--- src/rtl/bpred_types.sv ---
// Branch-predictor types: two-bit saturating counter encoding and its update rule.
package bpred_types;

   typedef logic [1:0] pht_ctr_t;

   localparam pht_ctr_t CTR_SNT = 2'b00;
   localparam pht_ctr_t CTR_WNT = 2'b01;
   localparam pht_ctr_t CTR_WT  = 2'b10;
   localparam pht_ctr_t CTR_ST  = 2'b11;

   // Saturating step: the two strong states absorb further moves in their direction.
   function automatic pht_ctr_t ctr_update(input pht_ctr_t ctr, input logic taken);
      pht_ctr_t result;
      if (taken) begin
         result = (ctr == CTR_ST) ? CTR_ST : pht_ctr_t'(ctr + 2'd1);
      end else begin
         result = (ctr == CTR_SNT) ? CTR_SNT : pht_ctr_t'(ctr - 2'd1);
      end
      return result;
   endfunction

endpackage

--- src/rtl/rv32i_types.sv ---
// RV32I base-ISA opcode encodings shared across the pipeline.
package rv32i_types;

   typedef enum logic [6:0] {
      op_lui   = 7'b0110111,
      op_auipc = 7'b0010111,
      op_jal   = 7'b1101111,
      op_jalr  = 7'b1100111,
      op_br    = 7'b1100011,
      op_load  = 7'b0000011,
      op_store = 7'b0100011,
      op_imm   = 7'b0010011,
      op_reg   = 7'b0110011,
      op_csr   = 7'b1110011
   } rv32i_opcode;

endpackage

--- src/rtl/pc_register.sv ---
// Program-counter register with a load enable and a parametrised reset address.
module pc_register #(
   parameter int               WIDTH    = 32,
   parameter logic [WIDTH-1:0] RESET_PC = '0
) (
   input  logic             clk,
   input  logic             reset,
   input  logic             load,
   input  logic [WIDTH-1:0] in,
   output logic [WIDTH-1:0] out
);

   logic [WIDTH-1:0] pc_reg;

   always_ff @(posedge clk) begin
      if (reset) begin
         pc_reg <= RESET_PC;
      end else if (load) begin
         pc_reg <= in;
      end
   end

   assign out = pc_reg;

endmodule

--- src/rtl/pht_2bit.sv ---
// Pattern history table of two-bit counters: combinational lookup, synchronous
// saturating update. A same-cycle lookup of the updated entry sees the old value.
module pht_2bit
   import bpred_types::*;
#(
   parameter int       PHT_IDX_BITS = 6,
   parameter pht_ctr_t CTR_INIT     = CTR_WNT
) (
   input  logic                    clk,
   input  logic                    reset,
   input  logic [PHT_IDX_BITS-1:0] rd_idx,
   output logic                    rd_taken,
   input  logic                    wr_en,
   input  logic [PHT_IDX_BITS-1:0] wr_idx,
   input  logic                    wr_taken
);

   localparam int DEPTH = 1 << PHT_IDX_BITS;

   pht_ctr_t table_reg [DEPTH];

   // Every entry must return to CTR_INIT on reset, so each one is its own register.
   generate
      for (genvar gi = 0; gi < DEPTH; gi++) begin : g_entry
         always_ff @(posedge clk) begin
            if (reset) begin
               table_reg[gi] <= CTR_INIT;
            end else if (wr_en && (wr_idx == PHT_IDX_BITS'(gi))) begin
               table_reg[gi] <= ctr_update(table_reg[gi], wr_taken);
            end
         end
      end
   endgenerate

   assign rd_taken = table_reg[rd_idx][1];

endmodule

--- src/rtl/if_stage_pht.sv ---
// Instruction-fetch stage: owns the PC, predicts conditional branches from a
// per-index PHT (optionally gshare-hashed), resolves jal, and accepts EX redirects.
module if_stage_pht
   import rv32i_types::*;
   import bpred_types::*;
#(
   parameter int          PHT_IDX_BITS = 6,
   parameter int          GHR_BITS     = 0,
   parameter logic [31:0] RESET_PC     = 32'h0000_0060,
   parameter pht_ctr_t    CTR_INIT     = CTR_WNT
) (
   input  logic                    clk,
   input  logic                    reset,
   input  logic                    pipeline_en,
   input  logic [31:0]             inst_rdata,
   input  logic                    redirect,
   input  logic [31:0]             redirect_pc,
   input  logic                    upd_valid,
   input  logic [PHT_IDX_BITS-1:0] upd_idx,
   input  logic                    upd_taken,
   input  logic                    upd_mispredict,
   output logic [31:0]             inst_addr,
   output logic                    inst_read,
   output logic [31:0]             IR_regs_in,
   output logic                    predicted_branch,
   output logic [PHT_IDX_BITS-1:0] pred_idx,
   output logic [31:0]             perf_branches,
   output logic [31:0]             perf_mispredicts
);

   logic                    upd_apply;
   logic [PHT_IDX_BITS-1:0] hist;
   logic [PHT_IDX_BITS-1:0] lookup_idx;
   logic                    pht_taken;
   logic [31:0]             pc_in;
   logic [31:0]             b_imm;
   logic [31:0]             j_imm;
   rv32i_opcode             opcode;
   logic [31:0]             perf_branches_reg;
   logic [31:0]             perf_mispredicts_reg;

   assign upd_apply = upd_valid && pipeline_en;

   // History is trained only by resolved outcomes, never by fetch-time guesses.
   generate
      if (GHR_BITS > 0) begin : g_ghr
         logic [GHR_BITS-1:0] ghr_reg;
         always_ff @(posedge clk) begin
            if (reset) begin
               ghr_reg <= '0;
            end else if (upd_apply) begin
               ghr_reg <= GHR_BITS'({ghr_reg, upd_taken});
            end
         end
         assign hist = PHT_IDX_BITS'(ghr_reg);
      end else begin : g_bimodal
         assign hist = '0;
      end
   endgenerate

   assign lookup_idx = inst_addr[PHT_IDX_BITS+1:2] ^ hist;
   assign pred_idx   = lookup_idx;

   pht_2bit #(
      .PHT_IDX_BITS(PHT_IDX_BITS),
      .CTR_INIT    (CTR_INIT)
   ) u_pht (
      .clk     (clk),
      .reset   (reset),
      .rd_idx  (lookup_idx),
      .rd_taken(pht_taken),
      .wr_en   (upd_apply),
      .wr_idx  (upd_idx),
      .wr_taken(upd_taken)
   );

   assign opcode = rv32i_opcode'(inst_rdata[6:0]);
   assign b_imm  = {{20{inst_rdata[31]}}, inst_rdata[7], inst_rdata[30:25],
                    inst_rdata[11:8], 1'b0};
   assign j_imm  = {{12{inst_rdata[31]}}, inst_rdata[19:12], inst_rdata[20],
                    inst_rdata[30:21], 1'b0};

   always_comb begin
      pc_in            = inst_addr + 32'd4;
      IR_regs_in       = inst_rdata;
      predicted_branch = 1'b0;
      if (redirect) begin
         pc_in      = redirect_pc;
         IR_regs_in = 32'h0;
      end else if ((opcode == op_br) && pht_taken) begin
         pc_in            = inst_addr + b_imm;
         predicted_branch = 1'b1;
      end else if (opcode == op_jal) begin
         pc_in = inst_addr + j_imm;
      end
   end

   pc_register #(
      .WIDTH   (32),
      .RESET_PC(RESET_PC)
   ) u_pc (
      .clk  (clk),
      .reset(reset),
      .load (pipeline_en),
      .in   (pc_in),
      .out  (inst_addr)
   );

   always_ff @(posedge clk) begin
      if (reset) begin
         perf_branches_reg    <= '0;
         perf_mispredicts_reg <= '0;
      end else if (upd_apply) begin
         perf_branches_reg <= perf_branches_reg + 32'd1;
         if (upd_mispredict) begin
            perf_mispredicts_reg <= perf_mispredicts_reg + 32'd1;
         end
      end
   end

   assign inst_read        = 1'b1;
   assign perf_branches    = perf_branches_reg;
   assign perf_mispredicts = perf_mispredicts_reg;

endmodule

--- config.mk ---
export PLATFORM = sky130hd
export DESIGN_NAME = if_stage_pht
export DESIGN_NICKNAME = d
export VERILOG_FILES = /design/src/rtl/bpred_types.sv /design/src/rtl/rv32i_types.sv /design/src/rtl/pc_register.sv /design/src/rtl/pht_2bit.sv /design/src/rtl/if_stage_pht.sv
export SDC_FILE = /design/constraint.sdc
export NUM_CORES = 1
export LEC_CHECK = 0
export ABC_AREA = 0
export CORE_MARGIN = 2
export CORE_UTILIZATION = 40
export DETAILED_ROUTE_END_ITERATION = 8
export GPL_TIMING_DRIVEN = 0
export PLACE_DENSITY_LB_ADDON = 0.05
export SYNTH_ARGS = -nofsm -noshare
export SYNTH_HDL_FRONTEND = slang
export SYNTH_SLANG_ARGS = --single-unit
--- constraint.sdc ---
create_clock -name clk -period 3.9 [get_ports clk]
set_input_delay 1.17 -clock clk [delete_from_list [all_inputs] [get_ports clk]]
set_output_delay 1.17 -clock clk [all_outputs]
set_load 0.02 [all_outputs]
### Cell outlines without signal wires, run 1

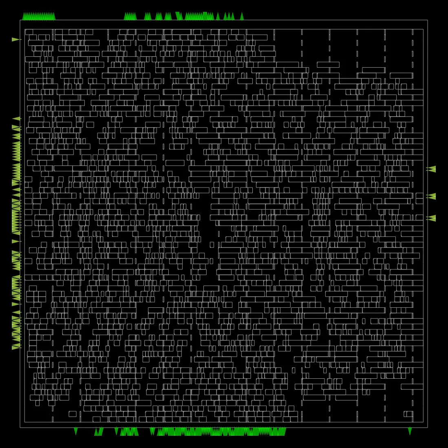
register share of the cell area: 29.76%
final core utilization: 50.85%
sequential cell count of the final layout: 230
number of cells in the finished layout apart from fillers: 2614

### Wiring by layer, run 1

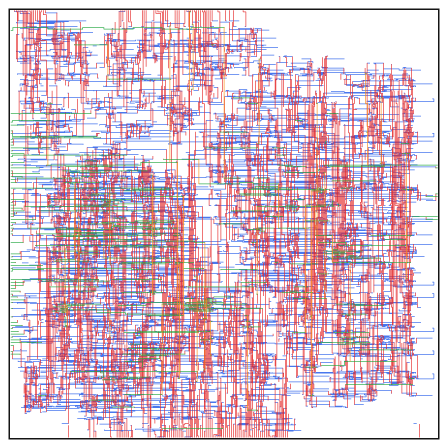
metal 2 -> red  # wire length 26.5 mm
metal 3 -> green  # wire length 3810 microns
metal 4 -> orange  # wire length 1500 microns
metal 1 -> blue  # wire length 24.4 mm

### The metal 3 layer, run 1

Scale bar: 50 microns.
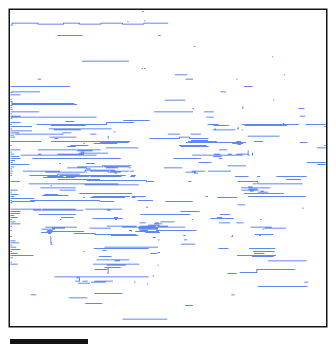
longest straight run = 60.3 microns
share of all routed wire = 6.8%

[run 1: how the worst max path moves through the flow]
stage	startpoint	end	slack, ns	cells after the start
after floorplan	inst_rdata[29]	u_pc.out[29]	0.28	11
final	flop	predicted_branch	-0.04	9
after global placement	inst_rdata[31]	u_pc.out[29]	-1.43	11
after detailed placement	inst_rdata[31]	u_pc.out[29]	-1.41	11
after CTS	flop	predicted_branch	-0.10	9
after global routing	flop	predicted_branch	-0.12	9
[run 1: worst max-delay path, cell delays in order, from the launching register on]
cell	delay, ns
sky130_fd_sc_hd__dfxtp_4	0.36
sky130_fd_sc_hd__buf_12	0.14
sky130_fd_sc_hd__mux4_2	0.53
sky130_fd_sc_hd__mux2i_4	0.23
sky130_fd_sc_hd__nor3_2	0.07
sky130_fd_sc_hd__o311a_1	0.39
sky130_fd_sc_hd__a21o_1	0.21
sky130_fd_sc_hd__nand2_4	0.12
sky130_fd_sc_hd__inv_6	0.05
sky130_fd_sc_hd__buf_6	0.12
[run 1: stage by stage]
stage               setup TNS (ns)  setup slack (ns)  hold slack [ns]
floorplan                        0            0.2823           0.5345
global placement            -66.51            -1.428           0.4531
detailed placement          -63.59            -1.415           0.4641
CTS                        -0.1033           -0.1033           0.4762
global route               -0.1748           -0.1241           0.5146
finish                    -0.04347          -0.04347           0.4738
[run 1: Yosys cell counts, types with 18 or more instances]
library cell / count / share of area [%]
sky130_fd_sc_hd__a211oi_1: 73 / 3.5
sky130_fd_sc_hd__a21o_1: 50 / 2.4
sky130_fd_sc_hd__a21oi_1: 83 / 2.6
sky130_fd_sc_hd__and3_1: 32 / 1.3
sky130_fd_sc_hd__clkbuf_1: 90 / 2.1
sky130_fd_sc_hd__dfxtp_1: 102 / 13
sky130_fd_sc_hd__edfxtp_1: 128 / 24
sky130_fd_sc_hd__ha_1: 46 / 3.6
sky130_fd_sc_hd__inv_1: 90 / 2.1
sky130_fd_sc_hd__maj3_1: 64 / 4.0
sky130_fd_sc_hd__mux2i_1: 18 / 1.1
sky130_fd_sc_hd__nand2_1: 184 / 4.4
sky130_fd_sc_hd__nand2b_1: 25 / 0.99
sky130_fd_sc_hd__nand3_1: 70 / 2.2
sky130_fd_sc_hd__nand4_1: 20 / 0.79
sky130_fd_sc_hd__nor2_1: 127 / 3.0
sky130_fd_sc_hd__nor2b_1: 43 / 1.7
sky130_fd_sc_hd__nor3_1: 20 / 0.63
sky130_fd_sc_hd__o21ai_0: 129 / 4.1
sky130_fd_sc_hd__o21bai_1: 33 / 1.6
sky130_fd_sc_hd__or3_1: 77 / 3.0
sky130_fd_sc_hd__xnor2_1: 54 / 3.0
sky130_fd_sc_hd__xor2_1: 71 / 3.9
[run 1: layer usage]
layer / share of wire [%] / track usage [%]
met1: 43 / 35.93
met3: 6.8 / 3.691
met2: 47 / 44.69
met5: 0 / 0
met4: 2.7 / 6.934
[run 1: power breakdown]
group / leakage (nW) / switching, mW / internal (mW) / total (mW)
sequential: 1.93 / 0.0905 / 2.61 / 2.70
clock: 0.445 / 1.10 / 1.49 / 2.59
combinational: 5.13 / 0.734 / 0.500 / 1.23
==> results.json, run 1 <==
{
  "run_status": "finished with violations",
  "failed_checks": "setup timing",
  "fin_nets": 2199,
  "timing.final.hold_violations": 0,
  "n_fill_cell": 3779,
  "synthCells": 1830,
  "bufAreaShareNonClock_pct": 13.57,
  "io_buffers": 208,
  "setup-violations-final": 1,
  "cp_data_arrival_time_ns": 2.77,
  "post-dp-hpwl_mm": 41.70,
  "maximum_root_to_sink_buffer_count": 3,
  "period_minus_slack_ns": 3.943,
  "max-slew-margin-rel_pct": 31.36,
  "tightestPinTransition_ns": 1.026,
  "depth_of_the_worst_hold_timing_path": 2,
  "postLayoutSetupSlackWorst_ns": -0.04347,
  "cts.repair_timing.setup_buffer_count": 6,
  "n_clock_buffer": 38,
  "enable_flop_cells": 128,
  "initial_antenna_violation_count": 0,
  "nonClockInverterCount": 91,
  "yosys.area_share.xor_xnor_pct": 6.898,
  "critPathCaptureType": "primary output",
  "maxCapViolations": 0,
  "clockRootBuffer": "sky130_fd_sc_hd__clkbuf_16",
  "syn_area_per_cell_sq_um": 8.672,
  "well_tap_count": 518,
  "ys.flop_type": "sky130_fd_sc_hd__edfxtp_1",
  "drtPass1Iterations": 6,
  "cellPowerDensity_nw_per_um2": 329.3,
  "chipWidth_microns": 203.2,
  "detail-route-antenna-nets": 0,
  "die_h_microns": 203.2,
  "cts_tree": "built",
  "number_of_buffers_inserted_by_hold_repair_at_cts": 0,
  "ys_async_sr_fraction_pct": 0,
  "fp_util_pct": 40.78,
  "vias": 15064,
  "gp_congestion": 0.9939,
  "cts_made_buffers": 28,
  "antenna_cells": 0,
  "stdcell_area_sq_um": 19790,
  "synth_flops": 230,
  "total_power_mw": 6.517,
  "warning_count": 28
}
### Zoomed window, run 1

Region (82, 41) to (122, 81) microns. Cells in gray, sequential cells in the stronger gray; small squares are vias.
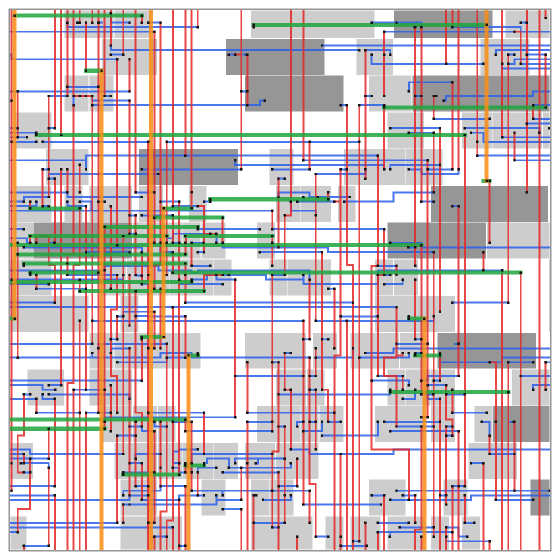

## Run 2: what changed since run 1
CORE_MARGIN = 3   (was 2)
### Zoomed window, run 2

Region (83, 42) to (123, 82) microns. Cells in gray, sequential cells in the stronger gray; small squares are vias.
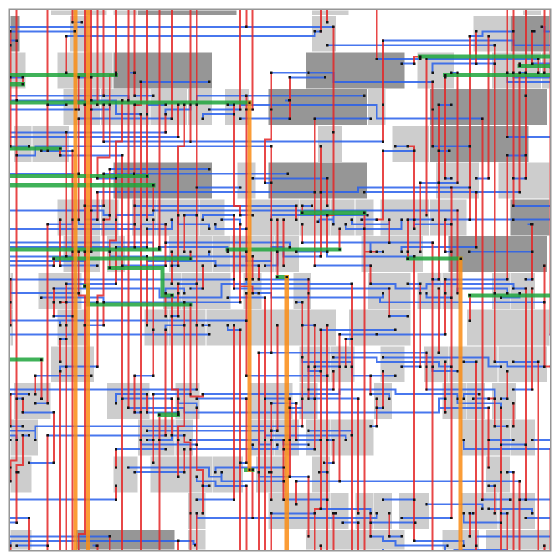
metal 2 -> red
metal 1 -> blue
metal 3 -> green
metal 4 -> orange
sequential cells in the window = 9
most frequent = a21oi_1 (9), nand2_1 (8), dfxtp_1 (8)
cells with their middle in the window = 107
netlist names of flops here include = u_pc.out (6)

==> results.json, run 2 <==
{
  "initial_antenna_violation_count": 1,
  "clockRootBuffer": "sky130_fd_sc_hd__clkbuf_16",
  "failed_checks": "setup timing",
  "enable_flop_cells": 128,
  "post-dp-hpwl_mm": 43.16,
  "cts_tree": "built",
  "critPathSlowestCell": "sky130_fd_sc_hd__mux4_2",
  "setup-violations-final": 1,
  "detail-route-antenna-nets": 0,
  "yosys.area.top_type_share_pct": 24.22,
  "io_buffers": 208,
  "postLayoutSetupSlackWorst_ns": -0.04352,
  "ys.flop_type": "sky130_fd_sc_hd__edfxtp_1",
  "synth_area_leader": "sky130_fd_sc_hd__edfxtp_1",
  "synth_flops": 230,
  "synthCells": 1830,
  "max-slew-margin-rel_pct": 29.97,
  "fp_util_pct": 40.78,
  "run_status": "finished with violations",
  "crit_path_max_incr_delay_ns": 0.53,
  "critPathCapture": "predicted_branch",
  "timing.setup.tns_ns": -0.04352,
  "area_leaders": "sky130_fd_sc_hd__edfxtp_1 (24%), sky130_fd_sc_hd__dfxtp_1 (13%), sky130_fd_sc_hd__nand2_1 (4.4%)",
  "maxCapViolations": 0
}
## run 2: area by class of cell
cell class	count	area (sq um)	share of cell area, %
Antenna cell	1	2.502	0.01265
Buffer	112	513.0	2.593
Clock buffer	39	772.0	3.903
Clock inverter	13	101.3	0.5124
Inverter	91	344.1	1.740
Multi-Input combinational cell	1394	9328	47.16
Sequential cell	230	5889	29.77
Tap cell	518	648.1	3.277
Timing Repair Buffer	218	2182	11.03
## run 2: how the worst min path moves through the flow
stage,from,end,slack [ns],cells after the start
global route,perf_mispredicts[1],perf_mispredicts[1],0.51,2
global placement,u_pc.out[0],u_pc.out[0],0.45,2
floorplan,u_pc.out[0],u_pc.out[0],0.53,2
CTS,u_pc.out[0],u_pc.out[0],0.46,2
detailed placement,u_pc.out[0],u_pc.out[0],0.45,2
finish,u_pc.out[0],u_pc.out[0],0.46,2
## run 2: per-stage QoR
step	util, %	hold slack (ns)	area (sq um)	worst slack (ns)
floorplan	-	0.5345	15870	0.2823
global placement	47.79	0.4489	18600	-1.595
detailed placement	47.79	0.4534	18600	-1.655
CTS	50.43	0.4648	19630	-0.1295
global route	50.82	0.5111	19780	-0.1324
finish	50.83	0.4634	19780	-0.04352
## run 2: repair_timing
item	in CTS	in global routing
pin swaps	6	7
buffers inserted	5	4
gates cloned	0	1
endpoints found under the setup margin	54	13
gates resized	48	27
## run 2: routing by layer
layer / global-route usage (%) / part of all wire, % / up-vias
met4: 7.713 / 3.1 / 2
met5: 0 / 0.022 / -
met2: 44.97 / 47 / 568
met1: 34.85 / 42 / 7285
met3: 5.252 / 7.5 / 107
li1: - / - / 7163
## run 2: cells by family (layout without fill, tap and decap cells)
group	count (synthesis)	after routing	synth area share, %
mux	35	35	3.193
xor+xnor	125	125	6.898
other cells	1	2	0.02363
fa+ha+maj	112	112	7.915
flops	230	230	37.09
simple gates	647	647	20.29
compound gates	474	474	19.41
buf+inv	206	473	5.188
## run 2: critical path: cells and delay by family, from the launching register on
kind                   cells  cell delay, ns
and+or+nand+nor            2            0.18
AOI/OAI and AO/OA          2            0.58
muxes                      2            0.74
buffers and inverters      3            0.31
DFF                        1            0.39
## run 2: report_power, final
part | switching [mW] | internal, mW
logic | 0.742 | 0.506
clock network | 1.09 | 1.44
registers | 0.0923 | 2.61
total | 1.92 | 4.56
Power and IR drop assume default switching activity.
